==> config.mk <==
export PLATFORM = sky130hd
export DESIGN_NAME = fp_wb_arbiter
export DESIGN_NICKNAME = d
export VERILOG_FILES = /design/src/rtl/fp_wb_arbiter.sv
export SDC_FILE = /design/constraint.sdc
export NUM_CORES = 1
export LEC_CHECK = 0
export CELL_PAD_IN_SITES_DETAIL_PLACEMENT = 1
export CELL_PAD_IN_SITES_GLOBAL_PLACEMENT = 1
export CORE_MARGIN = 1.5
export CORE_UTILIZATION = 32
export DETAILED_ROUTE_END_ITERATION = 8
export PLACE_DENSITY_LB_ADDON = 0.1
export SLEW_MARGIN = 20
export SYNTH_ARGS = -nofsm -noshare
export SYNTH_HDL_FRONTEND = slang
export SYNTH_SLANG_ARGS = --single-unit
==> constraint.sdc <==
create_clock -name clk -period 10.6 [get_ports clk]
set_clock_uncertainty 0.05 [all_clocks]
set_input_delay 2.12 -clock clk [delete_from_list [all_inputs] [get_ports clk]]
set_output_delay 2.12 -clock clk [all_outputs]
set_load 0.005 [all_outputs]
==> src/rtl/fp_wb_arbiter.sv <==
// fp_wb_arbiter: FPU writeback merge stage.
// Arbitrates NUM_WB_UNITS producer channels into a small result FIFO that feeds
// the FP register-file writeback port, and merges the exception flags of the
// popped FP result with those of the integer-destination FPU path.
// Optional feature macro: FP_WB_ROUND_ROBIN_EN (defined = round-robin
// arbitration, undefined = fixed priority with the lowest index winning).
module fp_wb_arbiter #(
  parameter int NUM_WB_UNITS = 4,
  parameter int DATA_WIDTH   = 64,
  parameter int ID_WIDTH     = 3,
  parameter int FIFO_DEPTH   = 2
) (
  input  logic                               clk,
  input  logic                               rst,
  input  logic [NUM_WB_UNITS-1:0]            unit_done,
  input  logic [NUM_WB_UNITS*DATA_WIDTH-1:0] unit_rd,
  input  logic [NUM_WB_UNITS*ID_WIDTH-1:0]   unit_id,
  input  logic [NUM_WB_UNITS*5-1:0]          unit_fflags,
  output logic [NUM_WB_UNITS-1:0]            unit_ack,
  output logic                               wb_done,
  output logic [DATA_WIDTH-1:0]              wb_rd,
  output logic [ID_WIDTH-1:0]                wb_id,
  input  logic                               wb_ack,
  input  logic                               int_accepted,
  input  logic [4:0]                         int_fflags,
  output logic [4:0]                         fflags
);

  localparam int PTR_W = $clog2(NUM_WB_UNITS);
  localparam int AW    = $clog2(FIFO_DEPTH);
  localparam int CW    = $clog2(FIFO_DEPTH + 1);

  // FIFO control state
  logic [CW-1:0]           count_q, count_d;
  logic [AW-1:0]           wr_ptr_q, wr_ptr_d;
  logic [AW-1:0]           rd_ptr_q, rd_ptr_d;
  logic                    wb_done_q, wb_done_d;

  // FIFO storage (data only, never reset)
  logic [DATA_WIDTH-1:0]   rd_mem_q [FIFO_DEPTH];
  logic [ID_WIDTH-1:0]     id_mem_q [FIFO_DEPTH];
  logic [4:0]              ff_mem_q [FIFO_DEPTH];

  logic                    full;
  logic                    pop;
  logic                    space;
  logic                    push;
  logic                    grant_vld;
  logic [PTR_W-1:0]        grant_idx;
  logic [DATA_WIDTH-1:0]   push_rd;
  logic [ID_WIDTH-1:0]     push_id;
  logic [4:0]              push_ff;

  // A full FIFO still accepts a push when the head leaves in the same cycle.
  assign full  = (count_q == CW'(FIFO_DEPTH));
  assign pop   = wb_done_q & wb_ack;
  assign space = ~full | pop;

  // No grant during reset so nothing is consumed from a producer and lost.
  assign grant_vld = ~rst & space & (|unit_done);
  assign push      = grant_vld;

`ifdef FP_WB_ROUND_ROBIN_EN
  logic [PTR_W-1:0]        rr_ptr_q, rr_ptr_d;
  logic [NUM_WB_UNITS-1:0] upper_req;

  // Round-robin pick: first requester at or above rr_ptr, else the first one below it.
  always_comb begin
    upper_req = '0;
    grant_idx = '0;
    for (int i = 0; i < NUM_WB_UNITS; i++) begin
      upper_req[i] = unit_done[i] & (PTR_W'(i) >= rr_ptr_q);
    end
    for (int i = NUM_WB_UNITS - 1; i >= 0; i--) begin
      if (unit_done[i]) grant_idx = PTR_W'(i);
    end
    for (int i = NUM_WB_UNITS - 1; i >= 0; i--) begin
      if (upper_req[i]) grant_idx = PTR_W'(i);
    end
  end

  // Pointer moves just past the winner; holds when nothing is granted.
  always_comb begin
    rr_ptr_d = rr_ptr_q;
    if (grant_vld) begin
      if (grant_idx == PTR_W'(NUM_WB_UNITS - 1)) rr_ptr_d = '0;
      else                                        rr_ptr_d = grant_idx + PTR_W'(1);
    end
  end

  // Round-robin pointer register.
  always_ff @(posedge clk) begin
    if (rst) rr_ptr_q <= '0;
    else     rr_ptr_q <= rr_ptr_d;
  end
`else
  // Fixed priority pick: lowest requesting index wins.
  always_comb begin
    grant_idx = '0;
    for (int i = NUM_WB_UNITS - 1; i >= 0; i--) begin
      if (unit_done[i]) grant_idx = PTR_W'(i);
    end
  end
`endif

  // One-hot acknowledge and mux of the winning channel's payload.
  always_comb begin
    unit_ack = '0;
    push_rd  = '0;
    push_id  = '0;
    push_ff  = '0;
    for (int i = 0; i < NUM_WB_UNITS; i++) begin
      unit_ack[i] = grant_vld & (grant_idx == PTR_W'(i));
      if (unit_ack[i]) begin
        push_rd = push_rd | unit_rd[i*DATA_WIDTH +: DATA_WIDTH];
        push_id = push_id | unit_id[i*ID_WIDTH +: ID_WIDTH];
        push_ff = push_ff | unit_fflags[i*5 +: 5];
      end
    end
  end

  // Next-state for occupancy and pointers; pointers wrap naturally (power-of-two depth).
  always_comb begin
    count_d  = count_q;
    wr_ptr_d = wr_ptr_q;
    rd_ptr_d = rd_ptr_q;
    if (push) wr_ptr_d = wr_ptr_q + AW'(1);
    if (pop)  rd_ptr_d = rd_ptr_q + AW'(1);
    case ({push, pop})
      2'b10:   count_d = count_q + CW'(1);
      2'b01:   count_d = count_q - CW'(1);
      default: count_d = count_q;
    endcase
    wb_done_d = (count_d != '0);
  end

  // FIFO control registers; reset drops any buffered results.
  always_ff @(posedge clk) begin
    if (rst) begin
      count_q   <= '0;
      wr_ptr_q  <= '0;
      rd_ptr_q  <= '0;
      wb_done_q <= 1'b0;
    end else begin
      count_q   <= count_d;
      wr_ptr_q  <= wr_ptr_d;
      rd_ptr_q  <= rd_ptr_d;
      wb_done_q <= wb_done_d;
    end
  end

  // Write the granted result at the tail.
  always_ff @(posedge clk) begin
    if (push) begin
      rd_mem_q[wr_ptr_q] <= push_rd;
      id_mem_q[wr_ptr_q] <= push_id;
      ff_mem_q[wr_ptr_q] <= push_ff;
    end
  end

  assign wb_done = wb_done_q;
  assign wb_rd   = rd_mem_q[rd_ptr_q];
  assign wb_id   = id_mem_q[rd_ptr_q];

  // Flags reported to fcsr: popped FP head and/or the integer-path writeback.
  always_comb begin
    fflags = '0;
    if (pop)          fflags = fflags | ff_mem_q[rd_ptr_q];
    if (int_accepted) fflags = fflags | int_fflags;
  end

endmodule

==> run_1/gates.png <==
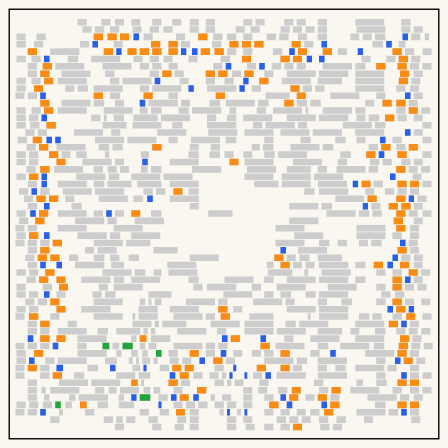
legend:
  orange:
    family: non-inverting ao/oa cells
    cells: 145
    where: all over the die
  green:
    family: and/or cells
    cells: 5
    where: bottom left
  blue:
    family: nand cells
    cells: 81
    most_used: nand2b_1
    where: all over the die
Final Instance Count excl. Fillers: 1,226
commonest non-fill, non-tap cell in the layout: clkdlybuf4s50_1
combinational share of cell area: 0.244

==> run_1/m2.png <==
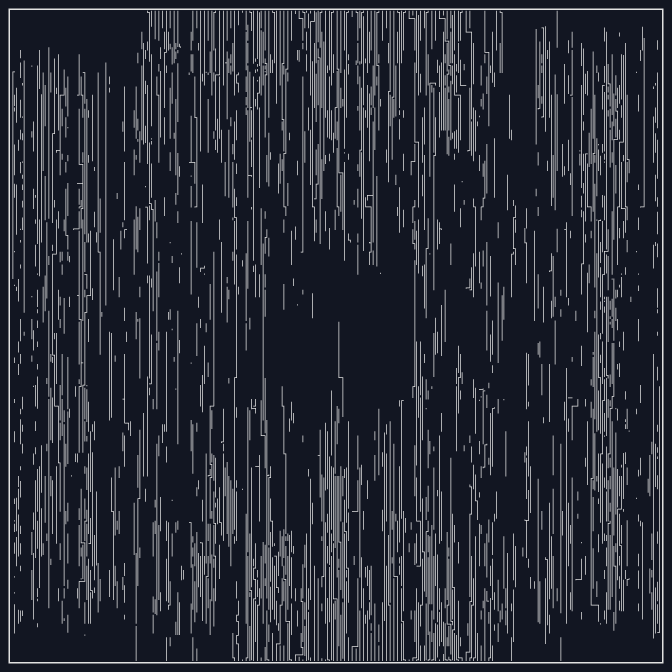
nets with wire on the layer: 1,083
longest straight run: 68.8 µm
DR vias: 6,440
final wirelength: 26,800 µm
M2 GR Usage: 0.371

==> run_1/congestion_map.png <==
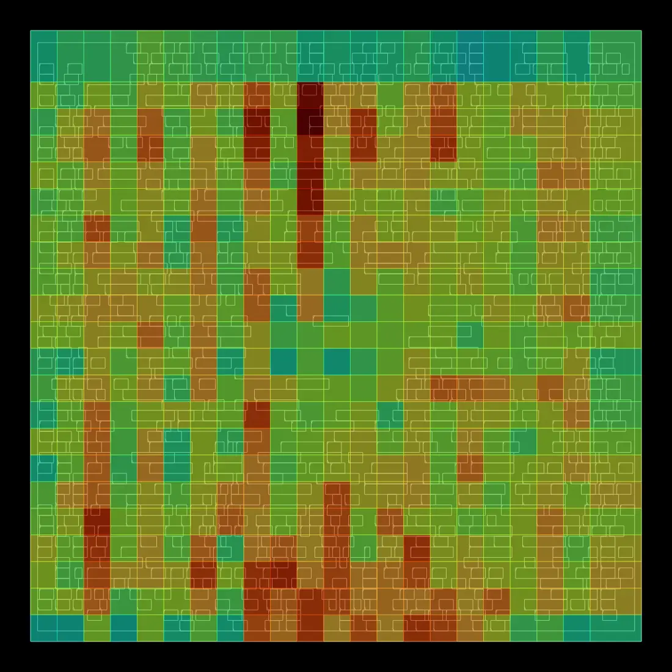
GR peak layer: met2
drt wl/cell: 21.8 µm
GR Util met1: 0.224
total track usage: 0.206
fin util: 0.523

==> run_1/layers.png <==
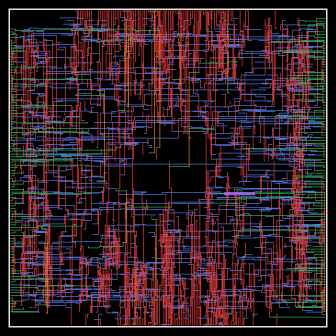
legend:
  purple:
    layer: M5
    wire_length: 13.8 µm
  blue:
    layer: M1
    wire_length: 10,100 µm
  red:
    layer: M2
    wire_length: 13,700 µm
  green:
    layer: M3
    wire_length: 2,310 µm
  orange:
    layer: M4
    wire_length: 576 µm

==> flow_metrics.tcl, run 1 <==
# flow metrics
set metrics [dict create \
    outcome "complete, no violations" \
    grt_pass1_vias 6740 \
    tightest_slew_ps 1040 \
    required_ps 8430 \
    worstSetupEndpoint "unit_ack[3]" \
    mux_share 0.104 \
    critPathTopFamily "buffers and inverters" \
    startpoint "wb_ack" \
    io_buffers 377 \
    pwr-share-comb 0.254 \
    ff2ff_setup_slack_ps 7580 \
    ys_sh_simple 0.0787 \
    powerSeq_mw 0.772 \
    dr_wl_met2_um 13700 \
    antenna_cells 2 \
    crit_type "primary input to output pin" \
    timing.fmax_ghz 0.162 \
    cts_tree "yes" \
    synthAoiAreaFrac 0.200 \
    worst_path_max_delay_cell "clkdlybuf4s50_1" \
    worstHoldEndpoint "wb_done" \
    setup_ws_ps 4410 \
    post-place-ws_ps 4430 \
    path_cells "clkdlybuf4s50_1 -> nand2_1 -> a21o_1 -> nor4_1 -> clkdlybuf4s50_1" \
    total_power_mw 1.85 \
    cts.sinks 150 \
    drc_errors 0 \
    worstPathArrival_ps 4020 \
    power_density_nw_per_um2 150 \
    ys_cells 543 \
    seq_area_frac_synth 0.577 \
    post_cts_buffers 0 \
    start_kind "primary input" \
    met1_length_um 10100 \
    synthAdderAreaFrac 0.00162 \
    hpwl_um 19200 \
    p_leak_nw 4.13 \
    fp_nets 845 \
    h-tree-depth 4 \
]
==> inputs of run 2 (changes only) <==
- clock period: 10.6 -> 6.03 ns (I/O delays scaled with it)
==> run_2/gates.png <==
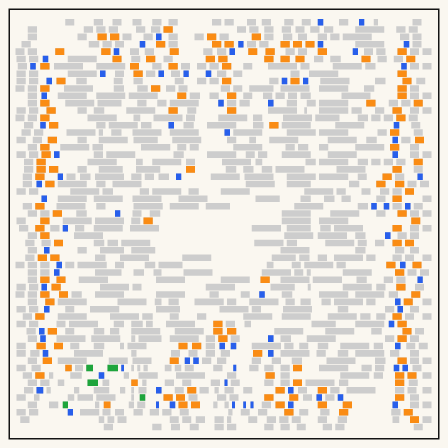
legend:
  orange:
    family: non-inverting ao/oa cells
    cells: 145
    where: all over the die
  blue:
    family: nand cells
    cells: 81
    most_used: nand2b_1
    where: all over the die
  green:
    family: and/or cells
    cells: 5
    where: bottom left
combinational share of cell area: 0.244
Final Instance Count excl. Fillers: 1,223

==> run 2 against run 1 <==
Against the previous run: flip-flop count unchanged; critical path depth is the same; non-clock buffer count shrank 1; sequential share of layout area shrank 0.12 points; worst setup slack got worse by 2700 ps; register-to-register slack worse by 4400 ps; via count rose by 0.14%; count of clock-buffer cells in the layout fell by 2; worst hold slack better by 6.1 ps; design area rose by 0.32%; first-iteration DRC count grew 27%; critical endpoint unchanged; largest cell class unchanged.
==> flow_metrics.tcl, run 2 <==
# flow metrics
set metrics [dict create \
    powerSeq_mw 1.36 \
    io_buffers 377 \
    seq_area_frac_synth 0.577 \
    p_leak_nw 4.14 \
    outcome "complete, no violations" \
    startpoint "wb_ack" \
    mux_share 0.104 \
    cpPeakStageDelay_ps 550 \
    worstHoldEndpoint "count_q[1]" \
    synthAdderAreaFrac 0.00162 \
    nets 1193 \
    tightest_slew_ps 1030 \
    post_cts_buffers 0 \
    total_power_mw 3.32 \
    powerComb_mw 0.829 \
    hpwl_um 18900 \
    drc_errors 0 \
    mostFrequentLayoutCell "clkdlybuf4s50_1" \
    ys_sh_simple 0.0787 \
    path_cells "clkdlybuf4s50_1 -> nand2_1 -> a21o_1 -> nor4_1 -> clkdlybuf4s50_1" \
    synthAoiAreaFrac 0.200 \
    pwr-share-comb 0.249 \
    rsz0062_at_grt "no" \
    worstSetupEndpoint "unit_ack[3]" \
    crit_type "primary input to output pin" \
    critPathTopFamily "buffers and inverters" \
    met1_length_um 9830 \
    worst_path_max_delay_cell "clkdlybuf4s50_1" \
    yosys.area_share.xor_xnor 0.00227 \
    worstPathArrival_ps 3040 \
    required_ps 4770 \
    cts_tree "yes" \
    grt_pass1_vias 6755 \
    post-place-ws_ps 1590 \
    busiest_layer "met2" \
    h-tree-depth 4 \
    final_core_util 0.525 \
    start_kind "primary input" \
    ys_cells 543 \
    fp_nets 845 \
    power_density_nw_per_um2 269 \
    timing.fmax_ghz 0.233 \
    antenna_cells 0 \
    ff2ff_setup_slack_ps 3140 \
    dr_wl_met2_um 13600 \
    via_per_inst 5.27 \
]
==> run_2/layers.png <==
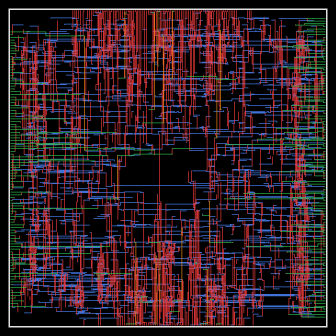
legend:
  red:
    layer: M2
    wire_length: 13,600 µm
  orange:
    layer: M4
    wire_length: 521 µm
  blue:
    layer: M1
    wire_length: 9,830 µm
  green:
    layer: M3
    wire_length: 2,400 µm
final wirelength: 26,400 µm
drt wl/cell: 21.5 µm
total track usage: 0.204
DR vias: 6,449

Power is estimated from default activity; no workload was simulated.
